Figure 1. Routed metal, one color a layer (run 1).
Two of the layers only.
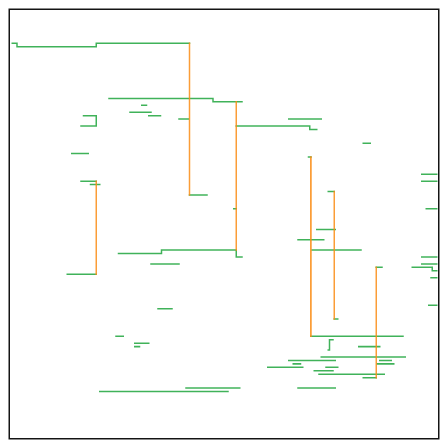
Figure 2. Sequential cells colored by netlist name (run 1).
Other sequential cells in the stronger gray, the rest of the logic in the fainter gray.
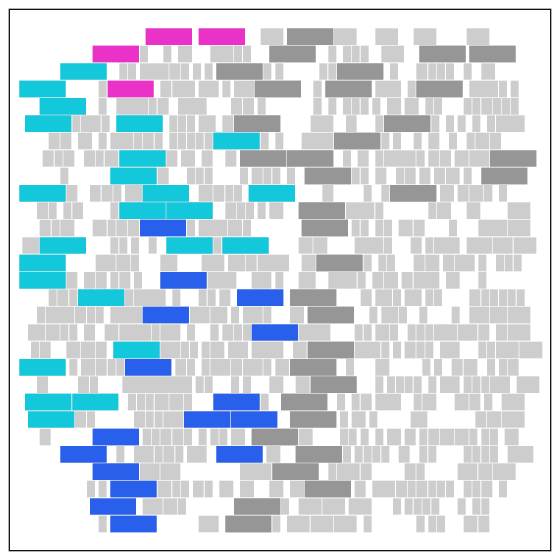
Figure 3. Placement view (run 1).
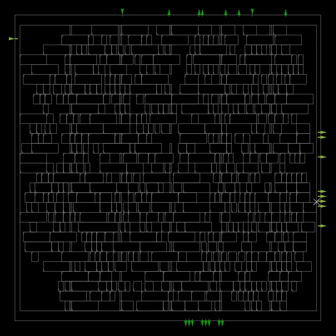
Figure 4. Wires at chosen ports, followed through buffers (run 1).
Scale bar: 20 um.
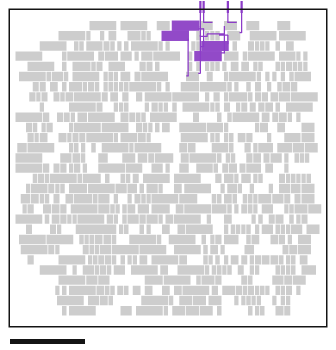
## src/rtl/mic_freq_classifier.sv

```systemverilog
// mic_freq_classifier: synchronises and glitch-filters the raw mic comparator wave,
// counts its rising edges per gate window and classifies/debounces the count into a tone code.
// Optional build macro FREQ_HOLD_EN: dropping a nonzero tone to 0 needs one extra silent window.
module mic_freq_classifier #(
  parameter int WINDOW_CYCLES = 10_000_000,
  parameter int FILTER_LEN    = 4,
  parameter int F1            = 100,
  parameter int F2            = 200,
  parameter int F3            = 300,
  parameter int F4            = 500,
  parameter int TOL           = 5,
  parameter int CONFIRM       = 2
) (
  input  logic        RAW_clk,
  input  logic        RAW_reset,
  input  logic        RAW_Mic,
  output logic        MicFilt,
  output logic [15:0] EdgeCount,
  output logic        WinDone,
  output logic [3:0]  FreqState
);

  localparam int               WIN_W    = (WINDOW_CYCLES > 1) ? $clog2(WINDOW_CYCLES) : 1;
  localparam logic [WIN_W-1:0] WIN_LAST = WIN_W'(WINDOW_CYCLES - 1);
  localparam logic [3:0]       FLT_LAST = 4'(FILTER_LEN - 1);

  typedef enum logic {TRACK, STABLE} state_t;

  // Input conditioning
  logic       sync1_q, sync2_q;
  logic       filt_q, filt_prev_q;
  logic [3:0] filt_cnt_q;

  // Edge counting and window timing
  logic [WIN_W-1:0] win_q;
  logic [15:0]      run_q, run_d;
  logic [15:0]      edge_cnt_q;
  logic             win_done_q;
  logic             rise;
  logic             win_last;

  // Classification and confirmation
  logic [3:0] cls;
  logic [3:0] cand_q, cand_d;
  logic [3:0] conf_q, conf_d;
  logic [3:0] thr;
  logic [3:0] freq_q;
  state_t     state_q;

  assign MicFilt   = filt_q;
  assign EdgeCount = edge_cnt_q;
  assign WinDone   = win_done_q;
  assign FreqState = freq_q;

  // True when cnt lies within +/-TOL of the bin centre f (32-bit math avoids underflow).
  function automatic logic in_bin(input logic [15:0] cnt, input int f);
    logic [31:0] c32;
    c32 = {16'd0, cnt};
    return ((c32 + 32'(TOL)) >= 32'(f)) && (c32 <= 32'(f + TOL));
  endfunction

  // Two-flop synchroniser, then a run-length filter: MicFilt flips only after
  // FILTER_LEN consecutive synced samples disagree with it.
  always_ff @(posedge RAW_clk) begin
    if (RAW_reset) begin
      sync1_q     <= 1'b0;
      sync2_q     <= 1'b0;
      filt_q      <= 1'b0;
      filt_prev_q <= 1'b0;
      filt_cnt_q  <= 4'd0;
    end else begin
      sync1_q     <= RAW_Mic;
      sync2_q     <= sync1_q;
      filt_prev_q <= filt_q;
      if (sync2_q != filt_q) begin
        if (filt_cnt_q == FLT_LAST) begin
          filt_q     <= sync2_q;
          filt_cnt_q <= 4'd0;
        end else begin
          filt_cnt_q <= filt_cnt_q + 4'd1;
        end
      end else begin
        filt_cnt_q <= 4'd0;
      end
    end
  end

  assign rise     = filt_q & ~filt_prev_q;
  assign win_last = (win_q == WIN_LAST);

  // Running edge count including this cycle's edge, saturating at all-ones.
  always_comb begin
    run_d = run_q;
    if (rise && (run_q != 16'hFFFF)) begin
      run_d = run_q + 16'd1;
    end
  end

  // Free-running gate window; the closing cycle's edge is folded into the published count.
  always_ff @(posedge RAW_clk) begin
    if (RAW_reset) begin
      win_q      <= '0;
      run_q      <= 16'd0;
      edge_cnt_q <= 16'd0;
      win_done_q <= 1'b0;
    end else if (win_last) begin
      win_q      <= '0;
      run_q      <= 16'd0;
      edge_cnt_q <= run_d;
      win_done_q <= 1'b1;
    end else begin
      win_q      <= win_q + WIN_W'(1);
      run_q      <= run_d;
      win_done_q <= 1'b0;
    end
  end

  // Tone class from the published count; lowest matching bin wins, empty or saturated counts are no tone.
  always_comb begin
    cls = 4'd0;
    if ((edge_cnt_q == 16'd0) || (edge_cnt_q == 16'hFFFF)) begin
      cls = 4'd0;
    end else if (in_bin(edge_cnt_q, F1)) begin
      cls = 4'd1;
    end else if (in_bin(edge_cnt_q, F2)) begin
      cls = 4'd2;
    end else if (in_bin(edge_cnt_q, F3)) begin
      cls = 4'd3;
    end else if (in_bin(edge_cnt_q, F4)) begin
      cls = 4'd4;
    end
  end

  // Number of agreeing windows needed to commit the current class.
  always_comb begin
`ifdef FREQ_HOLD_EN
    thr = ((cls == 4'd0) && (freq_q != 4'd0)) ? 4'(CONFIRM + 1) : 4'(CONFIRM);
`else
    thr = 4'(CONFIRM);
`endif
  end

  // Candidate/confirm update for the window just published.
  always_comb begin
    cand_d = cand_q;
    conf_d = conf_q;
    if (win_done_q) begin
      if (cls != cand_q) begin
        cand_d = cls;
        conf_d = 4'd1;
      end else if ((state_q == STABLE) || (conf_q >= thr)) begin
        conf_d = thr;
      end else begin
        conf_d = conf_q + 4'd1;
      end
    end
  end

  // Confirmation FSM: commits the candidate to FreqState once enough windows agree.
  always_ff @(posedge RAW_clk) begin
    if (RAW_reset) begin
      state_q <= TRACK;
      cand_q  <= 4'd0;
      conf_q  <= 4'd0;
      freq_q  <= 4'd0;
    end else if (win_done_q) begin
      cand_q <= cand_d;
      conf_q <= conf_d;
      if (conf_d >= thr) begin
        state_q <= STABLE;
        freq_q  <= cand_d;
      end else begin
        state_q <= TRACK;
      end
    end
  end

endmodule

```

## config.mk

```make
export PLATFORM = sky130hd
export DESIGN_NAME = mic_freq_classifier
export DESIGN_NICKNAME = d
export VERILOG_FILES = /design/src/rtl/mic_freq_classifier.sv
export SDC_FILE = /design/constraint.sdc
export NUM_CORES = 1
export LEC_CHECK = 0
export ABC_AREA = 1
export CAP_MARGIN = 20
export CORE_UTILIZATION = 60
export CTS_CLUSTER_DIAMETER = 120
export DETAILED_ROUTE_END_ITERATION = 8
export MAX_ROUTING_LAYER = met4
export PLACE_DENSITY = 0.79
export SLEW_MARGIN = 40
export SYNTH_ARGS = -nofsm -noshare
export SYNTH_HDL_FRONTEND = slang
export SYNTH_SLANG_ARGS = --single-unit
```

## constraint.sdc

```tcl
create_clock -name RAW_clk -period 5.3 [get_ports RAW_clk]
set_input_delay 1.06 -clock RAW_clk [delete_from_list [all_inputs] [get_ports RAW_clk]]
set_output_delay 1.06 -clock RAW_clk [all_outputs]
set_load 0.005 [all_outputs]
```

==> out/qor.txt, run 1 <==
status -> complete, but fails checks
failing checks -> DRC
Synth async-reset ratio -> 0
crit path launch -> RAW_reset
number of CTS-inserted buffers -> 9
Setup crit start kind -> primary input
met2 Usage GRT -> 0.431
Starting Density -> 0.631
YS chip area -> 4080 um^2
WHS -> 0.403 ns
MI comb cells -> 399
placer congestion estimate -> 0.890
Vias -> 3716
Buffers on Ports -> 24
worst hold endpoint -> sync2_q
RSZ-0062 raised after global routing -> false
Slew Limit Fails -> 0
grt ovf -> 0
CP max stage cell -> clkdlybuf4s50_1
CTS tree -> yes
Setup crit end kind -> flip-flop
Synth area leaders -> dfxtp_1, nand2_1, inv_1
Mux area share -> 0.00246
Final min period -> 2.84 ns
final net count -> 613
fin crit share -> 0.536
xor/xnor share of the synthesized area -> 0.0473
clock network area share -> 0.0438
Placement Setup Slack -> 2.11 ns
Worst Path Buf+Inv -> 3
diode count -> 0
Net Sw Power -> 224 uW
Area growth, synth to finish -> 12.1%
Synth Seq Share -> 0.383
Final Routed Wirelength -> 8760 um
Worst-Skew Late Latency -> 0.34 ns
# clk buffers -> 11
CP Cell Sequence -> clkdlybuf4s50_1 > inv_1 > nand2_1 > buf_4 > o22ai_1
DPL Wire Length -> 6700 um
GR met1 Demand/Resource -> 0.340
reg-to-reg slack, setup -> 2.73 ns
leading area contributor after synthesis -> dfxtp_1
Post-Place Cell Area -> 4370 um^2
Sw Share -> 0.214
1st-iter DRT viols -> 131
uppermost routed layer -> met4
drt pass-1 iters -> 7
Post-CTS Setup Bufs -> 0
Unique cell types -> 43
start point of the worst min-delay path -> sync1_q
cell with the most instances after synthesis -> nand2_1
proportion of layout cells with a drive suffix above 1 -> 0.0957
Gate Area -> 2130 um^2
fin area -> 4570 um^2
stage-log warning count -> 31
R2R Path Start -> win_q[2]
Final TNS setup -> 0 ns
synthesis warning total -> 0
largest net degree at the start of global routing -> 40
chip area -> 7130 um^2
Final ANT Viol Nets -> 0
final setup margin -> 2.46 ns
clock skew -> 0.0113 ns
Worst Path Arrival -> 3.04 ns
Reg-to-Reg End -> win_q[23]
clock tree sinks -> 78
achievable frequency -> 352 MHz
data-path buffer share of cell area in the final layout -> 0.0542
DR vias/cell -> 5.44
Max power group -> sequential cells
die y size -> 84.4 um
Mapped Area -> 4080 um^2
cell family with most CP delay -> buffers and inverters
most crowded layer after global routing -> met2
CTS resizes -> 0
num rows -> 29
Slew HR -> 0.640
dominant register cell -> dfxtp_1
Clock Power Share -> 0.420
H-tree level count -> 3
# DRC -> 2
number of I/O pins -> 25
initial antenna violation count -> 0
critical path class -> in2reg
Die Wd -> 84.4 um
worst-path fanout max -> 39
largest register by flop count -> win_q
Hold/Removal Path Class -> reg2reg
Final Total Pwr -> 1.05 mW
# Taps -> 77
Global Route met3 Usage -> 0.0541
sequential power share -> 0.564
Simple-Gate Area Share -> 0.350
dominant class by area -> logic gates
placed insts -> 667
Gate power share -> 0.017
hold-fix buffers at CTS -> 0
Comb/total area -> 0.467
WL met2 -> 4150 um
ys cells -> 575
Worst setup endpoint -> EdgeCount[4]
Cell Pwr Density -> 229 nW/um^2
leak pwr -> 1.87 nW
measured slew at the worst slew-check pin -> 0.536 ns
VDD IR-drop max -> 0.203 mV
WL met3 -> 334 um
Hold Crit Depth -> 2
vias in the first global route -> 3466
inverters -> 88
Syn Nets -> 587
Compound Share, Synth -> 0.0955
stages on the worst setup path -> 5
Comb group -> 17.4 uW
Final Hold Fails -> 0
global-route wire length before repair -> 15100 um
dominant logic cell type in the layout -> nand2_1
Req. time, crit path -> 5.49 ns
Setup violations, final -> 0
post-synthesis cell count -> 575
CTS Buffer Depth -> 2
Notes on Figure 1 above:
Green stands for M3, wire length 335 um. Orange stands for M4, wire length 160 um.
WL per Instance: 12.8 um
GRT Total Usage: 0.268

Notes on Figure 2 above:
Cyan stands for `win_q`, placed flops 24. Magenta stands for `filt_cnt_q`, placed flops 4, where north-west. Blue stands for `run_q`, placed flops 16.
Another 34 sequential cells are not colored.
Seq/total area: 0.342
P_seq: 590 uW
final core utilization: 0.707
Seq. cell area: 1560 um^2

Notes on Figure 3 above:
flop count: 78
fill count: 522
Cell Count, Final, Fillers Out: 683
Core ar.: 6460 um^2

Notes on Figure 4 above:
Purple stands for `FreqState`, bits 4, direction output, end cells 4, wire 71.7 um.

--- run 2 (diff from run 1) ---
CORE_UTILIZATION = 54   (was 60)
PLACE_DENSITY = 0.75   (was 0.79)
clock period = 2.4 ns   (was 5.3 ns; I/O delays follow)
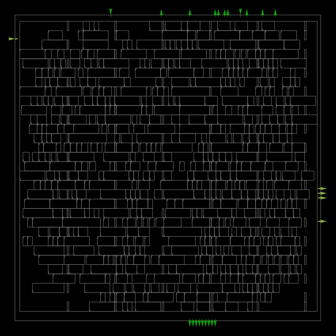
Figure 5: run 2, placement view.
Core ar.: 7290 um^2
Cell Count, Final, Fillers Out: 736
Seq/total area: 0.308
final core utilization: 0.710

==> out/qor.txt, run 2 <==
Simple-Gate Area Share -> 0.350 (unchanged)
placed insts -> 703 (was 667)
Clock Power Share -> 0.492 (was 0.420)
Buffers on Ports -> 24 (unchanged)
uppermost routed layer -> met4 (unchanged)
stages on the worst setup path -> 19 (was 5)
YS chip area -> 4080 um^2 (unchanged)
stage-log warning count -> 32 (was 31)
placer congestion estimate -> 0.908 (was 0.890)
Compound Share, Synth -> 0.0955 (unchanged)
proportion of layout cells with a drive suffix above 1 -> 0.218 (was 0.0957)
Gate Area -> 2360 um^2 (was 2130 um^2)
worst hold endpoint -> sync2_q (unchanged)
Slew HR -> 0.702 (was 0.640)
Worst Path Arrival -> 2.64 ns (was 3.04 ns)
inverters -> 88 (unchanged)
final setup margin -> 0.0262 ns (was 2.46 ns)
R2R Path Start -> EdgeCount[1] (was win_q[2])
DR vias/cell -> 5.25 (was 5.44)
Final TNS setup -> 0 ns (unchanged)
WL met2 -> 4900 um (was 4150 um)
Post-CTS Setup Bufs -> 4 (was 0)
Unique cell types -> 43 (unchanged)
worst-path fanout max -> 5 (was 39)
Synth async-reset ratio -> 0 (unchanged)
CTS tree -> yes (unchanged)
fill count -> 619 (was 522)
reg-to-reg slack, setup -> 0.03 ns (was 2.73 ns)
Starting Density -> 0.559 (was 0.631)
RSZ-0062 raised after global routing -> true (was false)
WHS -> 0.405 ns (was 0.403 ns)
critical path class -> reg2reg (was in2reg)
Gate power share -> 0.019 (was 0.017)
# DRC -> 0 (was 2)
fin area -> 5170 um^2 (was 4570 um^2)
Final Hold Fails -> 0 (unchanged)
Reg-to-Reg End -> FreqState[2] (was win_q[23])
Hold/Removal Path Class -> reg2reg (unchanged)
Setup violations, final -> 0 (unchanged)
H-tree level count -> 3 (unchanged)
Area growth, synth to finish -> 27.0% (was 12.1%)
clock tree sinks -> 78 (unchanged)
dominant class by area -> logic gates (unchanged)
Final ANT Viol Nets -> 0 (unchanged)
CP Cell Sequence -> ha_4 > nor2_4 > nor2_4 > nand3_2 > nand2_2 > buf_4 > nand4_1 > nor2_2 > nand3_2 > nand2_4 > nand2_2 > nand2_2 > nand2_2 > nand4_1 > nand2_2 > nor2_4 > nor2_4 > nor2_2 > nor2_1 (was clkdlybuf4s50_1 > inv_1 > nand2_1 > buf_4 > o22ai_1)
Synth Seq Share -> 0.383 (unchanged)
# clk buffers -> 11 (unchanged)
P_seq -> 1.30 mW (was 590 uW)
post-synthesis cell count -> 575 (unchanged)
dominant register cell -> dfxtp_1 (unchanged)
Post-Place Cell Area -> 4510 um^2 (was 4370 um^2)
Slew Limit Fails -> 0 (unchanged)
Sw Share -> 0.195 (was 0.214)
CTS resizes -> 7 (was 0)
clock network area share -> 0.0522 (was 0.0438)
Setup crit start kind -> flip-flop (was primary input)
final net count -> 644 (was 613)
most crowded layer after global routing -> met2 (unchanged)
Global Route met3 Usage -> 0.0541 (about the same)
achievable frequency -> 421 MHz
largest net degree at the start of global routing -> 40 (unchanged)
ys cells -> 575 (unchanged)
status -> finished, final reports clean (was complete, but fails checks)
Worst Path Buf+Inv -> 1 (was 3)
Comb group -> 50.8 uW (was 17.4 uW)
number of I/O pins -> 25 (unchanged)
initial antenna violation count -> 0 (unchanged)
measured slew at the worst slew-check pin -> 0.447 ns (was 0.536 ns)
num rows -> 31 (was 29)
Mux area share -> 0.00246 (unchanged)
data-path buffer share of cell area in the final layout -> 0.0953 (was 0.0542)
Setup crit end kind -> flip-flop (unchanged)
Final min period -> 2.37 ns
GR met1 Demand/Resource -> 0.297 (was 0.340)
xor/xnor share of the synthesized area -> 0.0473 (unchanged)
GRT Total Usage -> 0.254 (was 0.268)
CTS Buffer Depth -> 2 (unchanged)
Cell Pwr Density -> 515 nW/um^2 (was 229 nW/um^2)
VDD IR-drop max -> 0.409 mV (was 0.203 mV)
fin crit share -> 0.989
Placement Setup Slack -> -0.0927 ns (was 2.11 ns)
synthesis warning total -> 0 (unchanged)
hold-fix buffers at CTS -> 0 (unchanged)
vias in the first global route -> 3493 (was 3466)
global-route wire length before repair -> 14900 um (was 15100 um)
Hold Crit Depth -> 2 (unchanged)
1st-iter DRT viols -> 120 (was 131)
Worst setup endpoint -> FreqState[2] (was EdgeCount[4])
cell family with most CP delay -> simple AND/OR/NAND/NOR gates (was buffers and inverters)
number of CTS-inserted buffers -> 9 (unchanged)
largest register by flop count -> win_q (unchanged)
Mapped Area -> 4080 um^2 (unchanged)
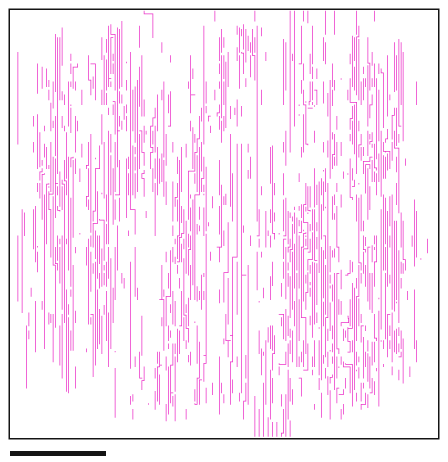
Figure 6: run 2, M2 wires.
Scale bar: 20 um.
The layer carries 4900 um of wire. The longest straight run is 51.7 um.
Final Routed Wirelength: 9710 um
met2 Usage GRT: 0.424
Vias: 3863

Figure 7. Routed metal, one color a layer (run 2).
Two of the layers only.
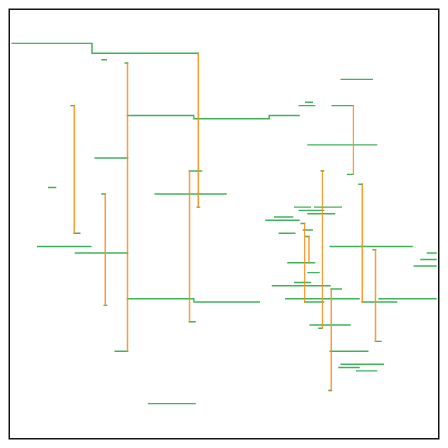

--- run 3 (diff from run 2) ---
SKIP_CTS_REPAIR_TIMING = 1   (was unset)
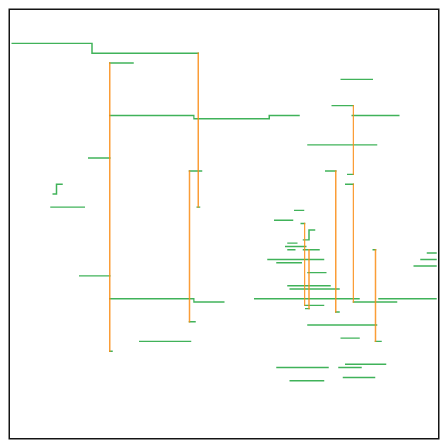
Figure 8: run 3, routed metal, one color a layer.
Two of the layers only.
Orange stands for M4, wire length 239 um. Green stands for M3, wire length 360 um.
WL per Instance: 13.2 um
Final Routed Wirelength: 9610 um
GRT Total Usage: 0.253
Vias: 3812

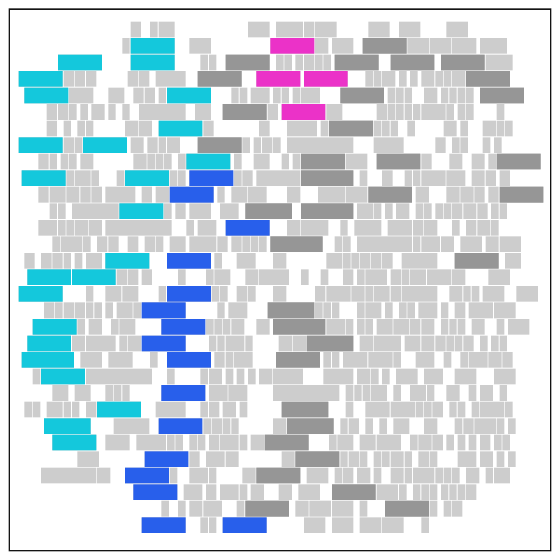
Figure 9: run 3, sequential cells colored by netlist name.
Other sequential cells in the stronger gray, the rest of the logic in the fainter gray.
Blue stands for `run_q`, placed flops 16. Magenta stands for `filt_cnt_q`, placed flops 4, where north. Cyan stands for `win_q`, placed flops 24.
Another 34 sequential cells are not colored.
Seq/total area: 0.312
Seq. cell area: 1590 um^2
P_seq: 1.30 mW

==> out/qor.txt, run 3 <==
Worst setup endpoint -> FreqState[2] (unchanged)
Global Route met3 Usage -> 0.0541 (unchanged)
Unique cell types -> 43 (unchanged)
Synth Seq Share -> 0.383 (unchanged)
Buffers on Ports -> 24 (unchanged)
Setup violations, final -> 0 (unchanged)
Post-Place Cell Area -> 4510 um^2 (unchanged)
Gate Area -> 2330 um^2 (was 2360 um^2)
VDD IR-drop max -> 0.466 mV (was 0.409 mV)
drt pass-1 iters -> 4 (unchanged)
Synth async-reset ratio -> 0 (unchanged)
number of I/O pins -> 25 (unchanged)
Slew HR -> 0.705 (was 0.702)
DR vias/cell -> 5.23 (was 5.25)
start point of the worst min-delay path -> sync1_q (unchanged)
CP Cell Sequence -> nand2_1 > nor2_4 > nand3_2 > nand2_2 > buf_4 > nand4_1 > nor2_2 > nand3_2 > nand2_4 > nand2_2 > nand2_2 > nand2_2 > nand4_1 > nand2_2 > nor2_4 > nor2_4 > nor2_2 > nor2_1 (was ha_4 > nor2_4 > nor2_4 > nand3_2 > nand2_2 > buf_4 > nand4_1 > nor2_2 > nand3_2 > nand2_4 > nand2_2 > nand2_2 > nand2_2 > nand4_1 > nand2_2 > nor2_4 > nor2_4 > nor2_2 > nor2_1)
Synth area leaders -> dfxtp_1, nand2_1, inv_1 (unchanged)
GR met1 Demand/Resource -> 0.296 (was 0.297)
die y size -> 88.9 um (unchanged)
fin crit share -> 0.992 (was 0.989)
Core ar. -> 7290 um^2 (unchanged)
Req. time, crit path -> 2.66 ns (about the same)
leading area contributor after synthesis -> dfxtp_1 (unchanged)
stages on the worst setup path -> 18 (was 19)
leak pwr -> 2.13 nW (was 2.19 nW)
CP max stage cell -> dfxtp_4 (unchanged)
synthesis warning total -> 0 (unchanged)
placed insts -> 703 (unchanged)
RSZ-0062 raised after global routing -> true (unchanged)
Hold Crit Depth -> 2 (unchanged)
Cell Count, Final, Fillers Out -> 729 (was 736)
vias in the first global route -> 3491 (was 3493)
largest net degree at the start of global routing -> 40 (unchanged)
Worst-Skew Late Latency -> 0.35 ns (about the same)
Mux area share -> 0.00246 (unchanged)
cell with the most instances after synthesis -> nand2_1 (unchanged)
Setup crit start kind -> flip-flop (unchanged)
# Taps -> 99 (unchanged)
fin area -> 5080 um^2 (was 5170 um^2)
Gate power share -> 0.019 (about the same)
dominant logic cell type in the layout -> nand2_1 (unchanged)
Worst Path Arrival -> 2.65 ns (was 2.64 ns)
dominant class by area -> logic gates (unchanged)
Compound Share, Synth -> 0.0955 (unchanged)
1st-iter DRT viols -> 122 (was 120)
placer congestion estimate -> 0.908 (unchanged)
DPL Wire Length -> 6860 um (unchanged)
CTS tree -> yes (unchanged)
final net count -> 637 (was 644)
number of CTS-inserted buffers -> 9 (unchanged)
xor/xnor share of the synthesized area -> 0.0473 (unchanged)
YS chip area -> 4080 um^2 (unchanged)
status -> finished, final reports clean (unchanged)
fill count -> 637 (was 619)
achievable frequency -> 420 MHz (was 421 MHz)
Cell Pwr Density -> 524 nW/um^2 (was 515 nW/um^2)
inverters -> 88 (unchanged)
Comb/total area -> 0.458 (was 0.456)
H-tree level count -> 3 (unchanged)
Comb group -> 50.0 uW (was 50.8 uW)
final core utilization -> 0.697 (was 0.710)
WL met2 -> 4890 um (was 4900 um)
Clock Power Share -> 0.493 (was 0.492)
CTS Buffer Depth -> 2 (unchanged)
# clk buffers -> 11 (unchanged)
Syn Nets -> 587 (unchanged)
largest register by flop count -> win_q (unchanged)
crit path launch -> EdgeCount[5] (was EdgeCount[1])
Max power group -> the clock network (unchanged)
initial antenna violation count -> 0 (unchanged)
WL met3 -> 359 um (was 363 um)
Slew Limit Fails -> 0 (unchanged)
critical path class -> reg2reg (unchanged)
clock tree sinks -> 78 (unchanged)
WHS -> 0.405 ns (about the same)
worst-path fanout max -> 7 (was 5)
Reg-to-Reg End -> FreqState[2] (unchanged)
sequential power share -> 0.489 (about the same)
Worst Path Buf+Inv -> 1 (unchanged)
Final ANT Viol Nets -> 0 (unchanged)
reg-to-reg slack, setup -> 0.02 ns (was 0.03 ns)
MI comb cells -> 399 (unchanged)
# DRC -> 0 (unchanged)
Power and IR drop assume default switching activity.
